$ cat src/rtl/uart_rx_buffer_if.sv
// Frame-capture and reader handshake bundle between the UART receiver,
// the receive buffer and the bus-side reader.
interface uart_rx_buffer_if;
  logic        rx_done;
  logic [15:0] rx_data;
  logic        rx_err;
  logic [3:0]  data_num;
  logic        rd_valid;
  logic        rd_ready;
  logic [15:0] rd_data;
  logic        rd_err;

  modport master (
    output rx_done, rx_data, rx_err, data_num, rd_ready,
    input  rd_valid, rd_data, rd_err
  );

  modport slave (
    input  rx_done, rx_data, rx_err, data_num, rd_ready,
    output rd_valid, rd_data, rd_err
  );
endinterface

$ cat src/rtl/uart_rx_buffer.sv
// UART receive buffer: first-word-fall-through FIFO of received frames with
// fill level, sticky overflow, level-threshold and idle-timeout interrupts.
module uart_rx_buffer #(
  parameter int DEPTH       = 16,
  parameter int AW          = $clog2(DEPTH),
  parameter int TIMEOUT_CYC = 1000
) (
  input  logic            clk,
  input  logic            rstn,
  uart_rx_buffer_if.slave bus,
  input  logic            flush,
  output logic [AW:0]     level,
  output logic            full,
  output logic            empty,
  input  logic [AW:0]     thresh,
  output logic            ovf_flag,
  input  logic            ovf_clr,
  output logic            irq_thresh,
  output logic            irq_timeout
);

  localparam logic [AW:0] LVL_FULL = (AW + 1)'(DEPTH);

  logic [16:0]   mem [DEPTH];
  logic [AW-1:0] wr_ptr;
  logic [AW-1:0] rd_ptr;
  logic          rx_done_d;
  logic          push;
  logic          pop;
  logic          wr_en;
  logic          ovf_set;
  logic [15:0]   mask;

  // A frame is pushed once per rising edge of rx_done; a pop frees a slot in the same cycle.
  assign push    = bus.rx_done & ~rx_done_d;
  assign pop     = ~empty & bus.rd_ready;
  assign wr_en   = push & (~full | pop);
  assign ovf_set = push & full & ~pop & ~flush;
  assign mask    = 16'hFFFF >> (4'd15 - bus.data_num);

  assign full         = (level == LVL_FULL);
  assign empty        = (level == '0);
  assign bus.rd_valid = ~empty;
  assign bus.rd_data  = empty ? 16'h0000 : mem[rd_ptr][15:0];
  assign bus.rd_err   = ~empty & mem[rd_ptr][16];
  assign irq_thresh   = (thresh != '0) & (level >= thresh);

  always_ff @(posedge clk) begin
    if (wr_en & ~flush)
      mem[wr_ptr] <= {bus.rx_err, bus.rx_data & mask};
  end

  always_ff @(posedge clk or negedge rstn) begin
    if (!rstn) begin
      wr_ptr    <= '0;
      rd_ptr    <= '0;
      level     <= '0;
      rx_done_d <= 1'b0;
      ovf_flag  <= 1'b0;
    end else begin
      rx_done_d <= bus.rx_done;
      if (ovf_set)
        ovf_flag <= 1'b1;
      else if (ovf_clr)
        ovf_flag <= 1'b0;
      if (flush) begin
        wr_ptr <= '0;
        rd_ptr <= '0;
        level  <= '0;
      end else begin
        if (wr_en)
          wr_ptr <= wr_ptr + AW'(1);
        if (pop)
          rd_ptr <= rd_ptr + AW'(1);
        if (wr_en && !pop)
          level <= level + (AW + 1)'(1);
        else if (!wr_en && pop)
          level <= level - (AW + 1)'(1);
      end
    end
  end

  generate
    if (TIMEOUT_CYC > 0) begin : g_timeout
      localparam int            CW   = $clog2(TIMEOUT_CYC + 1);
      localparam logic [CW-1:0] TMAX = CW'(TIMEOUT_CYC);

      logic [CW-1:0] idle_cnt;

      // Any FIFO activity restarts the idle count; the interrupt holds until the next activity.
      always_ff @(posedge clk or negedge rstn) begin
        if (!rstn) begin
          idle_cnt    <= '0;
          irq_timeout <= 1'b0;
        end else begin
          if (flush || push || pop || empty)
            idle_cnt <= '0;
          else if (idle_cnt != TMAX)
            idle_cnt <= idle_cnt + CW'(1);
          if (flush || push || pop)
            irq_timeout <= 1'b0;
          else
            irq_timeout <= (idle_cnt == TMAX) & ~empty;
        end
      end
    end else begin : g_no_timeout
      assign irq_timeout = 1'b0;
    end
  endgenerate

endmodule

$ cat src/flat_wrapper.sv
// flat-port wrapper written by rule: the top's interface ports become plain ports
module uart_rx_buffer_flat 
#(
  parameter int DEPTH       = 16,
  parameter int AW          = $clog2(DEPTH),
  parameter int TIMEOUT_CYC = 1000
)
  (clk, rstn, flush, level, full, empty, thresh, ovf_flag, ovf_clr, irq_thresh, irq_timeout, bus_rx_done, bus_rx_data, bus_rx_err, bus_data_num, bus_rd_ready, bus_rd_valid, bus_rd_data, bus_rd_err);
  uart_rx_buffer_if bus_i ();
  input  logic clk;
  input  logic rstn;
  input  logic flush;
  output logic [AW:0] level;
  output logic full;
  output logic empty;
  input  logic [AW:0] thresh;
  output logic ovf_flag;
  input  logic ovf_clr;
  output logic irq_thresh;
  output logic irq_timeout;
  input wire logic [$bits(bus_i.rx_done)-1:0] bus_rx_done;
  input wire logic [$bits(bus_i.rx_data)-1:0] bus_rx_data;
  input wire logic [$bits(bus_i.rx_err)-1:0] bus_rx_err;
  input wire logic [$bits(bus_i.data_num)-1:0] bus_data_num;
  input wire logic [$bits(bus_i.rd_ready)-1:0] bus_rd_ready;
  output wire logic [$bits(bus_i.rd_valid)-1:0] bus_rd_valid;
  output wire logic [$bits(bus_i.rd_data)-1:0] bus_rd_data;
  output wire logic [$bits(bus_i.rd_err)-1:0] bus_rd_err;
  assign bus_i.rx_done = bus_rx_done;
  assign bus_i.rx_data = bus_rx_data;
  assign bus_i.rx_err = bus_rx_err;
  assign bus_i.data_num = bus_data_num;
  assign bus_i.rd_ready = bus_rd_ready;
  assign bus_rd_valid = bus_i.rd_valid;
  assign bus_rd_data = bus_i.rd_data;
  assign bus_rd_err = bus_i.rd_err;
  uart_rx_buffer #(.DEPTH(DEPTH), .AW(AW), .TIMEOUT_CYC(TIMEOUT_CYC)) u_core (.clk(clk), .rstn(rstn), .bus(bus_i), .flush(flush), .level(level), .full(full), .empty(empty), .thresh(thresh), .ovf_flag(ovf_flag), .ovf_clr(ovf_clr), .irq_thresh(irq_thresh), .irq_timeout(irq_timeout));
endmodule
$ cat config.mk
export PLATFORM = sky130hd
export DESIGN_NAME = uart_rx_buffer_flat
export DESIGN_NICKNAME = d
export VERILOG_FILES = /design/src/rtl/uart_rx_buffer_if.sv /design/src/rtl/uart_rx_buffer.sv /design/src/flat_wrapper.sv
export SDC_FILE = /design/constraint.sdc
export NUM_CORES = 1
export LEC_CHECK = 0
export CAP_MARGIN = 10
export CORE_ASPECT_RATIO = 0.8
export CORE_MARGIN = 3
export CORE_UTILIZATION = 56
export DETAILED_ROUTE_END_ITERATION = 6
export PLACE_DENSITY = 0.75
export SYNTH_ARGS = -nofsm -noshare
export SYNTH_HDL_FRONTEND = slang
export SYNTH_SLANG_ARGS = --single-unit
$ cat constraint.sdc
create_clock -name clk -period 4.4 [get_ports clk]
set_clock_uncertainty 0.2 [all_clocks]
set_input_delay 0.88 -clock clk [delete_from_list [all_inputs] [get_ports clk]]
set_output_delay 0.88 -clock clk [all_outputs]
set_load 0.05 [all_outputs]
Run 1, zoomed window:
Window x 65 to 105, y 49 to 89 um. Cells in grey, sequential cells in the stronger grey; small squares are vias.
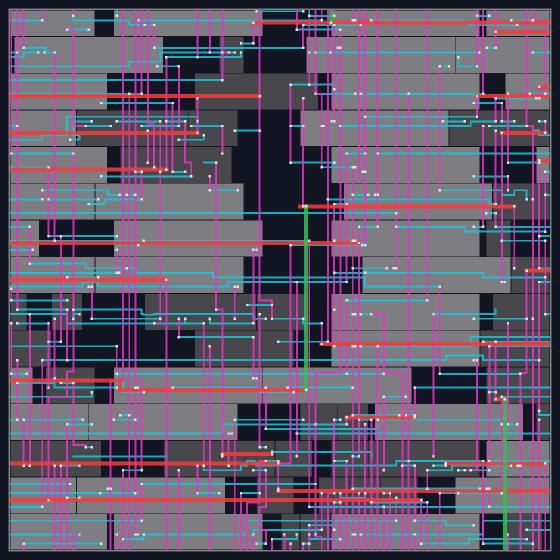
Key: M1 = cyan; M3 = red; M4 = green; M2 = magenta
Sequential cells in the window: 31. Most frequent: edfxtp_1 (31), mux4_2 (9), buf_4 (6). Netlist names of flops here include u_core.mem (31). 61 logic cells have their middle in the window.

Run 1, routed metal, one colour a layer:
Scale: 2 px per um. Two of the layers only.
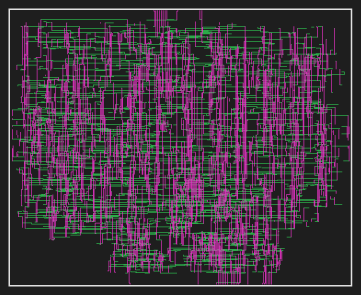
Key: M1 = green [wire length 11,100 um]; M2 = magenta [wire length 12,800 um]
wire length per cell after detailed routing: 25.7 um
routed via count: 6,314
all-layer global routing usage: 22.7%
wire length reported by the detailed router: 26,100 um

Run 1, M2 wires:
Scale: 2 px per um. Cells faint in the background.
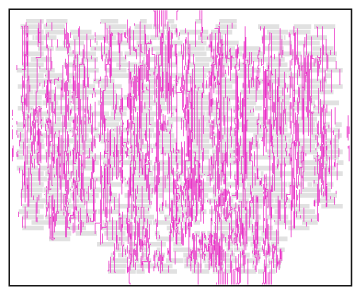
The wires run mostly vertical. The layer holds 49% of the routed length. The longest straight run is 77.2 um. 696 nets have wire on it. The layer carries 12,800 um of wire.
met2 track demand over resource: 37.3%

Run 1, placed standard cells:
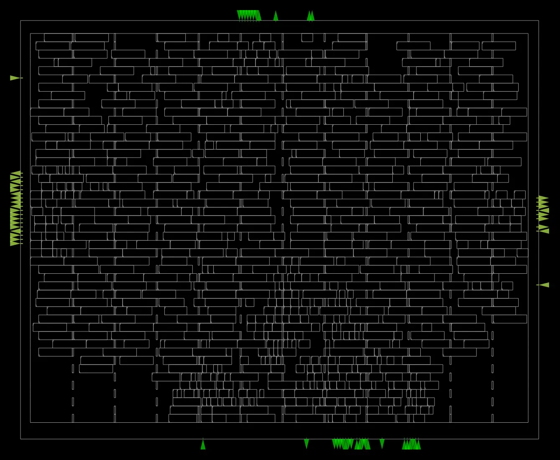
number of rows created at floorplan: 47
final-layout fill cell count: 1,318
area of the core: 0.0209 mm^2
utilization of the core after routing: 68.0%

==> impl_results.rst, run 1 <==
Metrics
=======

.. list-table::
   :header-rows: 1

   * - Metric
     - Value
   * - Outcome
     - finished, final reports clean
   * - Pin count of the biggest net entering global routing
     - 56
   * - Data required time at the worst endpoint
     - 3.32 ns
   * - Top cells by count
     - 272 x sky130_fd_sc_hd__edfxtp_1, 68 x sky130_fd_sc_hd__mux4_2, 36 x sky130_fd_sc_hd__nor2_1
   * - Worst Reg2Reg Path Length in Cells
     - 8
   * - Clk pwr share
     - 31.7%
   * - Fin area
     - 0.0142 mm^2
   * - Clock buffer count from CTS
     - 29
   * - Slew at the pin with the worst max-slew slack
     - 0.966 ns
   * - Number of nets in the layout
     - 774
   * - Post-synth seq share
     - 72.8%
   * - Dominant delay contributor by cell family on the critical path
     - buffers and inverters
   * - Startpoint-to-endpoint class of the critical path
     - reg -> out
   * - Count of input and output buffers
     - 59
   * - Chip Area
     - 0.0234 mm^2
   * - Capturing element type of the critical path
     - output pin
   * - Detail-routed via count per cell
     - 6.21
   * - Count of cells along the worst hold path
     - 2
   * - Die W
     - 170 um
   * - Number of primary I/O pins
     - 60
   * - H-tree levels
     - 1
   * - Antenna Diode Count
     - 0
   * - Cell at the root of the clock tree
     - sky130_fd_sc_hd__clkbuf_16
   * - Cell type contributing the most total cell area after synthesis
     - sky130_fd_sc_hd__edfxtp_1
   * - Total number of warnings across the stage logs
     - 31
   * - Hold Path Sink
     - u_core.ovf_flag
   * - Setup crit end
     - bus_rd_data[12]
   * - Setup_tns
     - 0 ns
   * - Max Clk Rate
     - 240 MHz
   * - Most frequent cell after synthesis
     - sky130_fd_sc_hd__edfxtp_1
   * - Leakage dissipation
     - 4.62 nW
   * - DRC errors left
     - 0
   * - Rel. slew slack
     - 35.4%
   * - Count of clock tree sinks
     - 298
   * - TritonCTS clock tree
     - done
   * - Synthesized net count
     - 682
   * - Flops & latches, synth
     - 298
   * - Vias in the first global route
     - 6,614
   * - MaxCap Viol Count
     - 0
   * - Internal reg-to-reg setup slack
     - 1.13 ns
   * - Max incr delay on CP
     - 0.74 ns
   * - Switching power
     - 2.19 mW
   * - Wire length of the first global-routing pass
     - 39,200 um
   * - Starting Density
     - 57.9%
   * - Slowest stage cell on the critical path
     - sky130_fd_sc_hd__clkdlybuf4s50_1
   * - CP Buf/Inv Count
     - 2
   * - Internal cell power
     - 5.36 mW
   * - Detailed Routing Iterations Pass 1
     - 4
   * - Fraction of synthesis flops using an asynchronous set or reset pin
     - 8.72%
   * - Sequential cell fraction of total power
     - 42.7%
   * - Worst reg2reg startpoint
     - u_core.level[0]
   * - Layout cells sized above 1
     - 23.0%
   * - Number of cells on the critical path
     - 5
   * - Final weighted congestion in routability-driven placement
     - 0.838
   * - Critical Path, Cell by Cell
     - buf_4, mux4_2, mux2i_1, o22ai_1, clkdlybuf4s50_1
   * - Net switching share of the total power
     - 29.0%
   * - Overflow left after global routing
     - 0
   * - # Cells Yosys
     - 633
   * - Violation tally from detailed-route iteration zero
     - 545
   * - Area reported by Yosys stat
     - 0.0121 mm^2
   * - Reg-to-reg endpoint
     - u_core.level[4]
   * - Combinational power
     - 1.94 mW
   * - Total standard cell area after synthesis
     - 0.0121 mm^2
   * - WP data arrival
     - 3.08 ns
   * - Clock latency on the worst-skew pair
     - 0.54 ns
   * - RSZ-0062 raised after global routing
     - no
   * - Worst-path maximum fanout
     - 14
   * - Height of the chip
     - 138 um
   * - Comb power frac
     - 25.7%
   * - Portion of synthesized cell area occupied by the leading cell type
     - 67.4%
   * - Antenna violations before repair
     - 0
   * - Hold Worst Slack
     - 0.360 ns
   * - Biggest area cells
     - sky130_fd_sc_hd__edfxtp_1 67%, sky130_fd_sc_hd__mux4_2 13%, sky130_fd_sc_hd__dfrtp_1 5.4%, sky130_fd_sc_hd__mux2i_1 2.9%, sky130_fd_sc_hd__ha_1 1.7%
   * - Synthesized area per cell
     - 19.1 um^2
   * - Half-perimeter wire length of the detailed placement result
     - 15,500 um
   * - Category of the worst setup path launch point
     - register
   * - Most used DFF post-synth
     - sky130_fd_sc_hd__edfxtp_1
   * - Maximum VDD drop
     - 0.000333 V
   * - Launch instance of the worst min-delay path
     - u_core.ovf_flag
   * - Yosys warning count
     - 0
   * - Antenna-violating nets left
     - 0
   * - Buffer depth of the longest clock path
     - 3
   * - # setup viols final
     - 0
   * - Placed cell area
     - 0.0133 mm^2
   * - Area added between synthesis and finish
     - 17.5%
   * - Library cells used by synthesis
     - 45
run 1: registers in the layout, summed over array words and instances, names as in the netlist:
signal and flops:
u_core.mem 272, u_core.irq_timeout 1, u_core.rd_ptr 4, u_core.rx_done_d 1, u_core.level 5, u_core.g_timeout.idle_cnt 10
u_core.wr_ptr 4, u_core.ovf_flag 1
run 1: metal layers:
| metal | share of wire [%] | track usage, % |
|---|---|---|
| met2 | 49 | 37.3 |
| met1 | 43 | 32.7 |
| met5 | 0 | 0 |
| met3 | 6.3 | 3.70 |
| met4 | 2.1 | 5.50 |
run 1: cell families after synthesis:
kind of cell	share of synthesized area [%]
XOR/XNOR	1.01
AND-OR/OR-AND	2.74
multiplexers	16.0
flip-flops	72.8
adder cells (fa/ha/maj)	1.82
AND/OR/NAND/NOR	3.92
buffers and inverters	1.68
run 1: metrics by stage:
stage | total power, mW | cells | setup WS [ns]
6_report | 7.55 | 1016 | 0.241
4_1_cts | 7.57 | 1015 | 0.0525
5_1_grt | 7.82 | 1016 | 0.0423
2_1_floorplan | 4.61 | 633 | 0.418
3_3_place_gp | 5.15 | 962 | 0.484
3_5_place_dp | 5.19 | 962 | 0.344
run 1: cell usage in the layout, fill, tap and decap left out, types with 4 or more instances in the layout:
cell type and count:
sky130_fd_sc_hd__a21oi_1 11, sky130_fd_sc_hd__buf_12 5, sky130_fd_sc_hd__buf_4 30, sky130_fd_sc_hd__clkbuf_1 5, sky130_fd_sc_hd__clkbuf_16 29, sky130_fd_sc_hd__clkdlybuf4s50_1 59
sky130_fd_sc_hd__clkinv_1 6, sky130_fd_sc_hd__clkinv_2 7, sky130_fd_sc_hd__dfrtp_1 23, sky130_fd_sc_hd__edfxtp_1 272, sky130_fd_sc_hd__ha_1 16, sky130_fd_sc_hd__inv_1 16
sky130_fd_sc_hd__mux2_4 4, sky130_fd_sc_hd__mux2i_1 35, sky130_fd_sc_hd__mux4_2 68, sky130_fd_sc_hd__nand2_1 16, sky130_fd_sc_hd__nand2b_1 8, sky130_fd_sc_hd__nand3_1 10
sky130_fd_sc_hd__nand4_1 5, sky130_fd_sc_hd__nor2_1 24, sky130_fd_sc_hd__nor2_2 12, sky130_fd_sc_hd__nor2b_1 4, sky130_fd_sc_hd__nor3_2 4, sky130_fd_sc_hd__o21ai_0 4
sky130_fd_sc_hd__o22ai_1 18, sky130_fd_sc_hd__xnor2_1 5, sky130_fd_sc_hd__xor2_1 9
run 1: worst min-delay path, delay by kind of cell, from the launching register on:
| family | cells | cell delay [ns] |
|---|---|---|
| AND-OR/OR-AND | 1 | 0.07 |
| buffers and inverters | 1 | 0.06 |
| flip-flops | 1 | 0.37 |
run 1: area by class of cell:
class	count	area, um^2	area share [%]
clock buffer	34	744	5.23
tap	269	337	2.37
clock inverter	19	171	1.20
multi-input combinational	285	3150	22.1
timing repair buffer	95	943	6.63
sequential	298	8820	62.0
inverter	16	60.1	0.422
run 1: timing repair:
| action | 4_1_cts | 5_1_grt |
|---|---|---|
| buffers inserted | 0 | 1 |
| gates resized | 0 | 1 |
| hold buffers | 0 | 0 |
| endpoints found under the setup margin | 0 | 16 |
==> inputs of run 2 (changes only) <==
--- a/config.mk
+++ b/config.mk
@@ -6,10 +6,10 @@
 export NUM_CORES = 1
 export LEC_CHECK = 0
 export CAP_MARGIN = 10
-export CORE_ASPECT_RATIO = 0.8
 export CORE_MARGIN = 3
 export CORE_UTILIZATION = 56
 export DETAILED_ROUTE_END_ITERATION = 6
+export GPL_TIMING_DRIVEN = 0
 export PLACE_DENSITY = 0.75
 export SYNTH_ARGS = -nofsm -noshare
 export SYNTH_HDL_FRONTEND = slang
Run 2, placed standard cells:
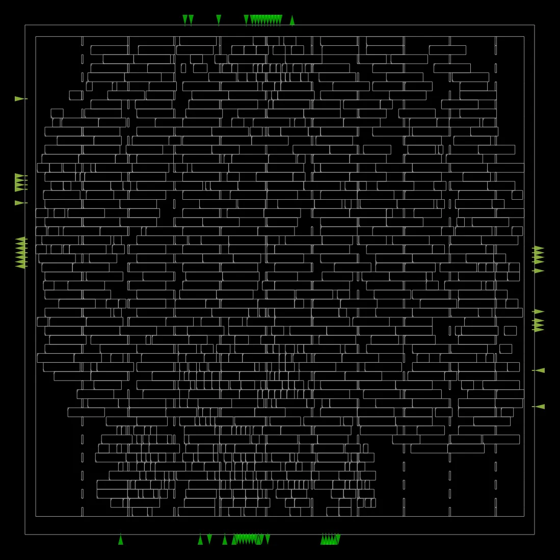
area of the core: 0.0212 mm^2
final-layout fill cell count: 1,304
non-filler instance count after layout: 1,041
tap cell count: 275

==> run 2 against run 1 <==
Net effect:
- area after synthesis did not move
- die size is essentially flat
- worst hold slack lost 0.029 ns
- sequential power hardly changed
- flip-flop count unchanged
- power up 2.0%
- largest power group unchanged
==> impl_results.rst, run 2 <==
Metrics
=======

.. list-table::
   :header-rows: 1

   * - Metric
     - Value
   * - Fraction of synthesis flops using an asynchronous set or reset pin
     - 8.72% (unchanged)
   * - Portion of synthesized cell area occupied by the leading cell type
     - 67.4% (unchanged)
   * - Top Layout Cells
     - 272 x sky130_fd_sc_hd__edfxtp_1, 68 x sky130_fd_sc_hd__mux4_2, 46 x sky130_fd_sc_hd__clkdlybuf4s50_1
   * - Area added between synthesis and finish
     - 19.5%
   * - Max incr delay on CP
     - 0.72 ns (-0.02 ns)
   * - Maximum VDD drop
     - 0.000409 V (+23%)
   * - Starting Density
     - 57.3% (-0.60 points)
   * - Xor and xnor area share after synthesis
     - 1.01% (unchanged)
   * - Combined flip-flop and latch cell area
     - 0.00882 mm^2 (about the same)
   * - Top cell excl fill/tap
     - sky130_fd_sc_hd__edfxtp_1
   * - Wire length of the first global-routing pass
     - 41,400 um (+5.5%)
   * - Hold Worst Slack
     - 0.331 ns (-0.0292 ns)
   * - H-tree levels
     - 1 (unchanged)
   * - Basic Gates by Area
     - 3.91% (unchanged)
   * - Synthesized net count
     - 682 (unchanged)
   * - Pin count of the biggest net entering global routing
     - 27 (-52%)
   * - Proportion of synthesized area in mux cells
     - 16.0% (unchanged)
   * - Category of the worst setup path launch point
     - register
   * - Violation tally from detailed-route iteration zero
     - 577 (+5.9%)
   * - Outcome
     - finished, final reports clean
   * - Area reported by Yosys stat
     - 0.0121 mm^2 (unchanged)
   * - Post-synth seq share
     - 72.8% (unchanged)
   * - Clock buffer count from CTS
     - 29 (unchanged)
   * - Yosys warning count
     - 0 (unchanged)
   * - Most used DFF post-synth
     - sky130_fd_sc_hd__edfxtp_1
   * - Cell at the root of the clock tree
     - sky130_fd_sc_hd__clkbuf_16
   * - Antenna violations before repair
     - 0 (unchanged)
   * - Antenna Diode Count
     - 0 (unchanged)
   * - Complex-gate fraction of the synthesized area
     - 2.74% (unchanged)
   * - Most flop-heavy register
     - u_core.mem
   * - Number of nets in the layout
     - 793 (+2.5%)
   * - Leakage dissipation
     - 4.77 nW (+3.2%)
   * - Top cells by count
     - 272 x sky130_fd_sc_hd__edfxtp_1, 68 x sky130_fd_sc_hd__mux4_2, 36 x sky130_fd_sc_hd__nor2_1
   * - Number of primary I/O pins
     - 60 (unchanged)
   * - Part of the cycle the worst path needs
     - 98.0%
   * - Utilization of the core after routing
     - 68.4% (+0.49 points)
   * - Library cells used by synthesis
     - 45 (unchanged)
   * - Wire length reported by the detailed router
     - 27,500 um (+5.5%)
   * - Number of rows created at floorplan
     - 53 (+13%)
   * - Antenna-violating nets left
     - 0 (unchanged)
   * - Data required time at the worst endpoint
     - 3.32 ns (about the same)
   * - Flops & latches, synth
     - 298 (unchanged)
   * - Slew at the pin with the worst max-slew slack
     - 1.09 ns (+0.126 ns)
   * - Slowest stage cell on the critical path
     - sky130_fd_sc_hd__clkdlybuf4s50_1
   * - Detailed Routing Iterations Pass 1
     - 5 (+1)
   * - CP Buf/Inv Count
     - 3 (+1)
   * - Flip-flop count of the largest register, all copies and words added
     - 272 (unchanged)
   * - # setup viols final
     - 0 (unchanged)
   * - # Cells Yosys
     - 633 (unchanged)
   * - Total number of warnings across the stage logs
     - 31 (unchanged)
   * - DRC errors left
     - 0 (unchanged)
   * - MaxCap Viol Count
     - 0 (unchanged)
   * - Clock latency on the worst-skew pair
     - 0.53 ns (about the same)
   * - Final hold vios
     - 0
   * - Overflow left after global routing
     - 0 (unchanged)
   * - Number of synthesized flops with an enable pin
     - 272
   * - Gate count after technology mapping
     - 633
   * - Startpoint-to-endpoint class of the critical path
     - reg -> out
   * - TritonCTS clock tree
     - done
   * - Half-perimeter wire length of the detailed placement result
     - 18,000 um (+16%)
   * - Final weighted congestion in routability-driven placement
     - 0.808 (-3.7%)
   * - Most frequent cell after synthesis
     - sky130_fd_sc_hd__edfxtp_1
   * - Setup_tns
     - 0 ns (unchanged)
   * - Buffer depth of the longest clock path
     - 3 (unchanged)
   * - Layout cells sized above 1
     - 23.9% (+0.86 points)
   * - Synthesized area per cell
     - 19.1 um^2 (unchanged)
   * - Max Clk Rate
     - 232 MHz (-3.6%)
   * - Routed via count
     - 6,527 (+3.4%)
   * - Pins over their slew limit
     - 0
   * - Count of clock tree sinks
     - 298 (unchanged)
   * - Fa+ha+maj area frac
     - 1.82% (unchanged)
   * - Rel. slew slack
     - 26.9% (-8.5 points)
   * - Dominant delay contributor by cell family on the critical path
     - buffers and inverters
   * - Critical Path, Cell by Cell
     - clkbuf_1, clkbuf_4, mux4_2, mux2i_1, o22ai_1, clkdlybuf4s50_1
   * - Worst-path maximum fanout
     - 10 (-4)
   * - Chip Area
     - 0.0234 mm^2 (about the same)
   * - Main kind of combinational logic by area
     - multiplexers
   * - Total standard cell area after synthesis
     - 0.0121 mm^2 (unchanged)
   * - Biggest registers after layout
     - u_core.mem: 272 flops, u_core.g_timeout.idle_cnt: 10 flops, u_core.level: 5 flops
   * - WP data arrival
     - 3.23 ns (+0.15 ns)
   * - Vias in the first global route
     - 6,706 (+1.4%)
   * - Wire length per cell after detailed routing
     - 26.4 um (+2.9%)
   * - Capturing element type of the critical path
     - output pin
   * - Post-CTS setup buffer count
     - 0 (unchanged)
   * - Area used by multi-input combinational logic
     - 0.00316 mm^2 (+0.36%)
   * - Min-Delay Path Class
     - reg -> reg
   * - Detail-routed via count per cell
     - 6.27 (+0.89%)
   * - Biggest area cells
     - sky130_fd_sc_hd__edfxtp_1 67%, sky130_fd_sc_hd__mux4_2 13%, sky130_fd_sc_hd__dfrtp_1 5.4%, sky130_fd_sc_hd__mux2i_1 2.9%, sky130_fd_sc_hd__ha_1 1.7%
   * - All-layer global routing usage
     - 23.8% (+1.1 points)
   * - Cell type contributing the most total cell area after synthesis
     - sky130_fd_sc_hd__edfxtp_1
Run 2, pin map:
Scale: 3 px per um. Pins as bars across the die edge, other pins in grey.
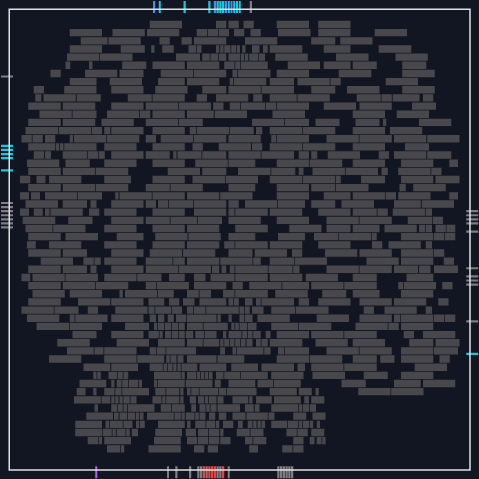
Key: rstn = purple [pins 1, direction input, edge bottom]; bus_data_num = blue [pins 4, direction input, edge top]; bus_rx_data = cyan [pins 16, direction input, edge 10 top, 5 left, 1 right]; level = red [pins 5, direction output, edge bottom]
height of the chip: 153 um
Die W: 153 um
count of input and output buffers: 57

run 2: netlist changes by cell type in the layout (fill, tap and decap cells not counted), sizes merged:
cell	change
clkinvlp	-1
clkbuf	+30
buf	-7
clkinv	-6
dlygate4sd2	+11
inv	+3
clkdlybuf4s15	+2
clkdlybuf4s50	-13
run 2: repair_timing:
item	in CTS	in global routing
resized	22	11
endpoints found under the setup margin	17	16
endpoints found under the hold margin	0	0
hold buffers	0	0
run 2: tightest hold or removal path, stage by stage, from the launching register on:
cell and delay [ns]:
sky130_fd_sc_hd__dfrtp_1 0.37, sky130_fd_sc_hd__inv_1 0.05, sky130_fd_sc_hd__o32ai_1 0.06
run 2: layout make-up:
cell class | count | area share [%]
Sequential cell | 298 | 60.9
Inverter | 16 | 0.415
Multi-Input combinational cell | 285 | 21.8
Buffer | 34 | 1.25
Timing Repair Buffer | 80 | 6.25
Clock buffer | 38 | 5.90
Tap cell | 275 | 2.38
Clock inverter | 15 | 1.09
run 2: through the flow:
step | power [mW] | instance area [um^2] | worst slack (ns) | instances
2_1_floorplan | 4.61 | 12100 | 0.418 | 633
3_3_place_gp | 5.16 | 13000 | -1.08 | 965
3_5_place_dp | 5.22 | 13400 | 0.260 | 987
4_1_cts | 7.72 | 14400 | 0.00918 | 1040
5_1_grt | 7.98 | 14500 | -0.0149 | 1041
6_report | 7.70 | 14500 | 0.0871 | 1041
run 2: worst paths after layout:
| path | from | end | slack (ns) | cells past startpoint |
|---|---|---|---|---|
| setup / recovery | u_core.rd_ptr[0] | bus_rd_data[15] | 0.09 | 6 |
| hold / removal | u_core.ovf_flag | u_core.ovf_flag | 0.33 | 2 |
| setup reg to reg | u_core.level[0] | u_core.level[4] | 1.16 | 8 |
| hold reg to reg | u_core.ovf_flag | u_core.ovf_flag | 0.33 | 2 |
| max in group asynchronous | rstn | u_core.g_timeout.idle_cnt[9] | 3.08 | 2 |
| min in group asynchronous | rstn | u_core.g_timeout.idle_cnt[4] | 0.47 | 1 |
run 2: per-layer routing:
layer	up-vias	share of wire (%)	GRT usage, %
met4	0	2.8	7.55
met2	290	52	40.3
met5	-	0	0
met3	56	7.5	4.67
li1	2768	-	-
met1	3413	38	31.8
run 2: report_power, final:
group / switching, mW / internal, mW
Clock: 1.01 / 1.55
Combinational: 1.18 / 0.780
Sequential: 0.0613 / 3.13
run 2: cells by family after synthesis:
group,after synthesis
fa+ha+maj,17
flops,298
xor+xnor,14
buf+inv,50
simple gates,98
compound gates,49
mux,107
==> inputs of run 3 (changes only) <==
--- a/config.mk
+++ b/config.mk
@@ -11,6 +11,7 @@
 export DETAILED_ROUTE_END_ITERATION = 6
 export GPL_TIMING_DRIVEN = 0
 export PLACE_DENSITY = 0.75
+export SLEW_MARGIN = 20
 export SYNTH_ARGS = -nofsm -noshare
 export SYNTH_HDL_FRONTEND = slang
 export SYNTH_SLANG_ARGS = --single-unit
Run 3, zoomed window:
Window x 57 to 97, y 57 to 97 um. Cells in grey, sequential cells in the stronger grey; small squares are vias.
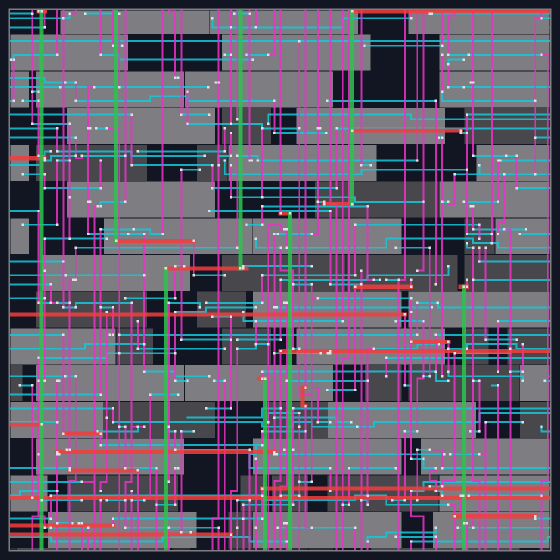

==> run 3 against run 2 <==
Net effect:
- die size unchanged
- highest routed layer unchanged
- largest power group unchanged
- worst hold slack got worse by 0.20 ns
- worst setup slack better by 0.054 ns
- flip-flop count stayed put
- register-to-register slack worse by 0.02 ns
==> impl_results.rst, run 3 <==
Metrics
=======

.. list-table::
   :header-rows: 1

   * - Metric
     - Value
   * - Most frequent cell after synthesis
     - sky130_fd_sc_hd__edfxtp_1
   * - Area of the core
     - 0.0212 mm^2 (unchanged)
   * - DRC errors left
     - 0 (unchanged)
   * - Leakage dissipation
     - 4.60 nW (-3.6%)
   * - Synthesized net count
     - 682 (unchanged)
   * - Cell type contributing the most total cell area after synthesis
     - sky130_fd_sc_hd__edfxtp_1
   * - Utilization of the core after routing
     - 66.9% (-1.6 points)
   * - Startpoint-to-endpoint class of the critical path
     - reg -> out
   * - Number of primary I/O pins
     - 60 (unchanged)
   * - Part of the cycle the worst path needs
     - 96.8% (-1.2 points)
   * - Internal reg-to-reg setup slack
     - 1.14 ns (-0.02 ns)
   * - Detail-routed via count per cell
     - 6.23 (-0.64%)
   * - Antenna Diode Count
     - 0 (unchanged)
   * - Total standard cell area after synthesis
     - 0.0121 mm^2 (unchanged)
   * - TritonCTS clock tree
     - done
   * - Min-Delay Path Class
     - in -> async
   * - H-tree levels
     - 1 (unchanged)
   * - Number of nets in the layout
     - 780 (-1.6%)
   * - Fin area
     - 0.0141 mm^2 (-2.3%)
   * - Slew at the pin with the worst max-slew slack
     - 1.04 ns (-0.0558 ns)
   * - Biggest area cells
     - sky130_fd_sc_hd__edfxtp_1 67%, sky130_fd_sc_hd__mux4_2 13%, sky130_fd_sc_hd__dfrtp_1 5.4%, sky130_fd_sc_hd__mux2i_1 2.9%, sky130_fd_sc_hd__ha_1 1.7%
   * - Height of the chip
     - 153 um (unchanged)
   * - Top Layout Cells
     - 272 x sky130_fd_sc_hd__edfxtp_1, 68 x sky130_fd_sc_hd__mux4_2, 45 x sky130_fd_sc_hd__clkdlybuf4s50_1
   * - Final hold vios
     - 0 (unchanged)
   * - Data required time at the worst endpoint
     - 3.32 ns (about the same)
   * - Vias in the first global route
     - 6,674 (-0.48%)
   * - Library cells used by synthesis
     - 45 (unchanged)
   * - Post-synth seq share
     - 72.8% (unchanged)
   * - Wire length of the first global-routing pass
     - 40,700 um (-1.6%)
   * - Half-perimeter wire length of the detailed placement result
     - 17,000 um (-5.6%)
   * - Category of the worst setup path launch point
     - register
   * - Synthesized area per cell
     - 19.1 um^2 (unchanged)
   * - Overflow left after global routing
     - 0 (unchanged)
   * - Flops & latches, synth
     - 298 (unchanged)
   * - Layout cells sized above 1
     - 22.3% (-1.6 points)
   * - Die W
     - 153 um (unchanged)
   * - Cts hold-fix bufs
     - 0 (unchanged)
   * - Rel. slew slack
     - 30.8% (+3.8 points)
   * - Final critical path time including I/O delays and setup
     - 4.26 ns
   * - Combined flip-flop and latch cell area
     - 0.00882 mm^2 (unchanged)
   * - Top cells by count
     - 272 x sky130_fd_sc_hd__edfxtp_1, 68 x sky130_fd_sc_hd__mux4_2, 36 x sky130_fd_sc_hd__nor2_1
   * - Cell at the root of the clock tree
     - sky130_fd_sc_hd__clkbuf_16
   * - # Cells Yosys
     - 633 (unchanged)
   * - WP data arrival
     - 3.18 ns (-0.05 ns)
   * - Yosys warning count
     - 0 (unchanged)
   * - Post-CTS setup buffer count
     - 0 (unchanged)
   * - Hold Worst Slack
     - 0.126 ns (-0.205 ns)
   * - Biggest registers after layout
     - u_core.mem: 272 flops, u_core.g_timeout.idle_cnt: 10 flops, u_core.level: 5 flops
   * - Flip-flop count of the largest register, all copies and words added
     - 272 (unchanged)
   * - Final-layout fill cell count
     - 1,352 (+3.7%)
   * - Fraction of synthesis flops using an asynchronous set or reset pin
     - 8.72% (unchanged)
   * - Capturing element type of the critical path
     - output pin
   * - Wire length per cell after detailed routing
     - 26.2 um (-0.68%)
   * - Gate count after technology mapping
     - 633 (unchanged)
   * - Clock buffer count from CTS
     - 29 (unchanged)
   * - Worst-path maximum fanout
     - 10 (unchanged)
   * - Chip Area
     - 0.0234 mm^2 (unchanged)
   * - Maximum VDD drop
     - 0.000477 V (+17%)
   * - Buffer depth of the longest clock path
     - 3 (unchanged)
   * - Portion of synthesized cell area occupied by the leading cell type
     - 67.4% (unchanged)
   * - # setup viols final
     - 0 (unchanged)
   * - Starting Density
     - 57.3% (unchanged)
   * - Most used DFF post-synth
     - sky130_fd_sc_hd__edfxtp_1
   * - Count of clock tree sinks
     - 298 (unchanged)
   * - Area used by multi-input combinational logic
     - 0.00321 mm^2 (+1.7%)
   * - Outcome
     - finished, final reports clean
   * - Number of rows created at floorplan
     - 53 (unchanged)
   * - Top cell excl fill/tap
     - sky130_fd_sc_hd__edfxtp_1
   * - Total number of warnings across the stage logs
     - 31 (unchanged)
   * - Number of synthesized flops with an enable pin
     - 272 (unchanged)
   * - All-layer global routing usage
     - 23.3% (-0.54 points)
   * - Placed cell area
     - 0.0132 mm^2 (-1.3%)
Run 3, M2 wires:
Scale: 2 px per um. Cells faint in the background.
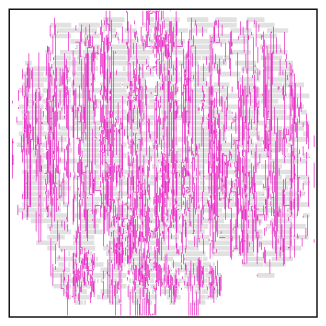
routed via count: 6,379
wire length reported by the detailed router: 26,900 um
met2 track demand over resource: 38.2%

-- run 3: cell counts after synthesis --
Identical to the previous run, type by type.
-- run 3: cell type report --
class | instances | share of cell area [%]
Inverter | 16 | 0.424
Buffer | 33 | 1.25
Clock buffer | 40 | 5.93
Timing Repair Buffer | 68 | 4.59
Tap cell | 275 | 2.43
Clock inverter | 9 | 0.363
Multi-Input combinational cell | 285 | 22.7
Sequential cell | 298 | 62.3
-- run 3: power by group --
part | switching [mW] | leakage, nW | internal [mW]
registers | 0.0640 | 2.81 | 3.13
logic | 1.16 | 1.35 | 0.776
clock network | 0.998 | 0.441 | 1.33
total | 2.22 | 4.60 | 5.23
-- run 3: timing repair --
action                     CTS  global route
resized                     20            14
pin swaps                    0             0
setup endpoints to repair   17            16
-- run 3: critical path, stage by stage (launching register included) --
cell	delay, ns
sky130_fd_sc_hd__dfrtp_1	0.36
sky130_fd_sc_hd__clkbuf_1	0.23
sky130_fd_sc_hd__clkbuf_4	0.37
sky130_fd_sc_hd__mux4_2	0.55
sky130_fd_sc_hd__mux2i_1	0.27
sky130_fd_sc_hd__o22ai_1	0.14
sky130_fd_sc_hd__clkdlybuf4s50_1	0.71
-- run 3: path summary, 6_finish.rpt --
| check | start | end | cells after the start |
|---|---|---|---|
| setup / recovery | u_core.rd_ptr[0] | bus_rd_data[15] | 6 |
| hold / removal | rstn | u_core.wr_ptr[3] | 1 |
| setup reg to reg | u_core.level[0] | u_core.level[4] | 8 |
| hold reg to reg | u_core.ovf_flag | u_core.ovf_flag | 2 |
| max in group asynchronous | rstn | u_core.g_timeout.idle_cnt[0] | 1 |
| min in group clk | u_core.ovf_flag | u_core.ovf_flag | 2 |
-- run 3: kinds of logic (layout without fill, tap and decap cells) --
group / after synthesis / count (layout) / synth area share [%]
AOI/OAI and AO/OA: 49 / 49 / 2.74
xor gates and xnor gates: 14 / 14 / 1.01
adders and majority gates: 17 / 17 / 1.82
buffers and inverters: 50 / 166 / 1.68
DFF: 298 / 298 / 72.8
muxes: 107 / 107 / 16.0
and+or+nand+nor: 98 / 98 / 3.92
-- run 3: stage by stage --
step                      cells  TNS [ns]  power (mW)
final                      1024         0        7.45
after global routing       1024         0        7.73
after global placement      965    -77.22        5.16
after CTS                  1024         0        7.47
after floorplan             633         0        4.61
after detailed placement    976         0        5.21
-- run 3: per-layer routing --
layer  vias up  track usage (%)  routed length, um
met3        52             4.39               1790
met2       255             38.2              13600
met1      3341             32.7              10800
met4         0             6.58                692
li1       2731                -                  -
met5         -                0                  0
Power is estimated from default activity; no workload was simulated.
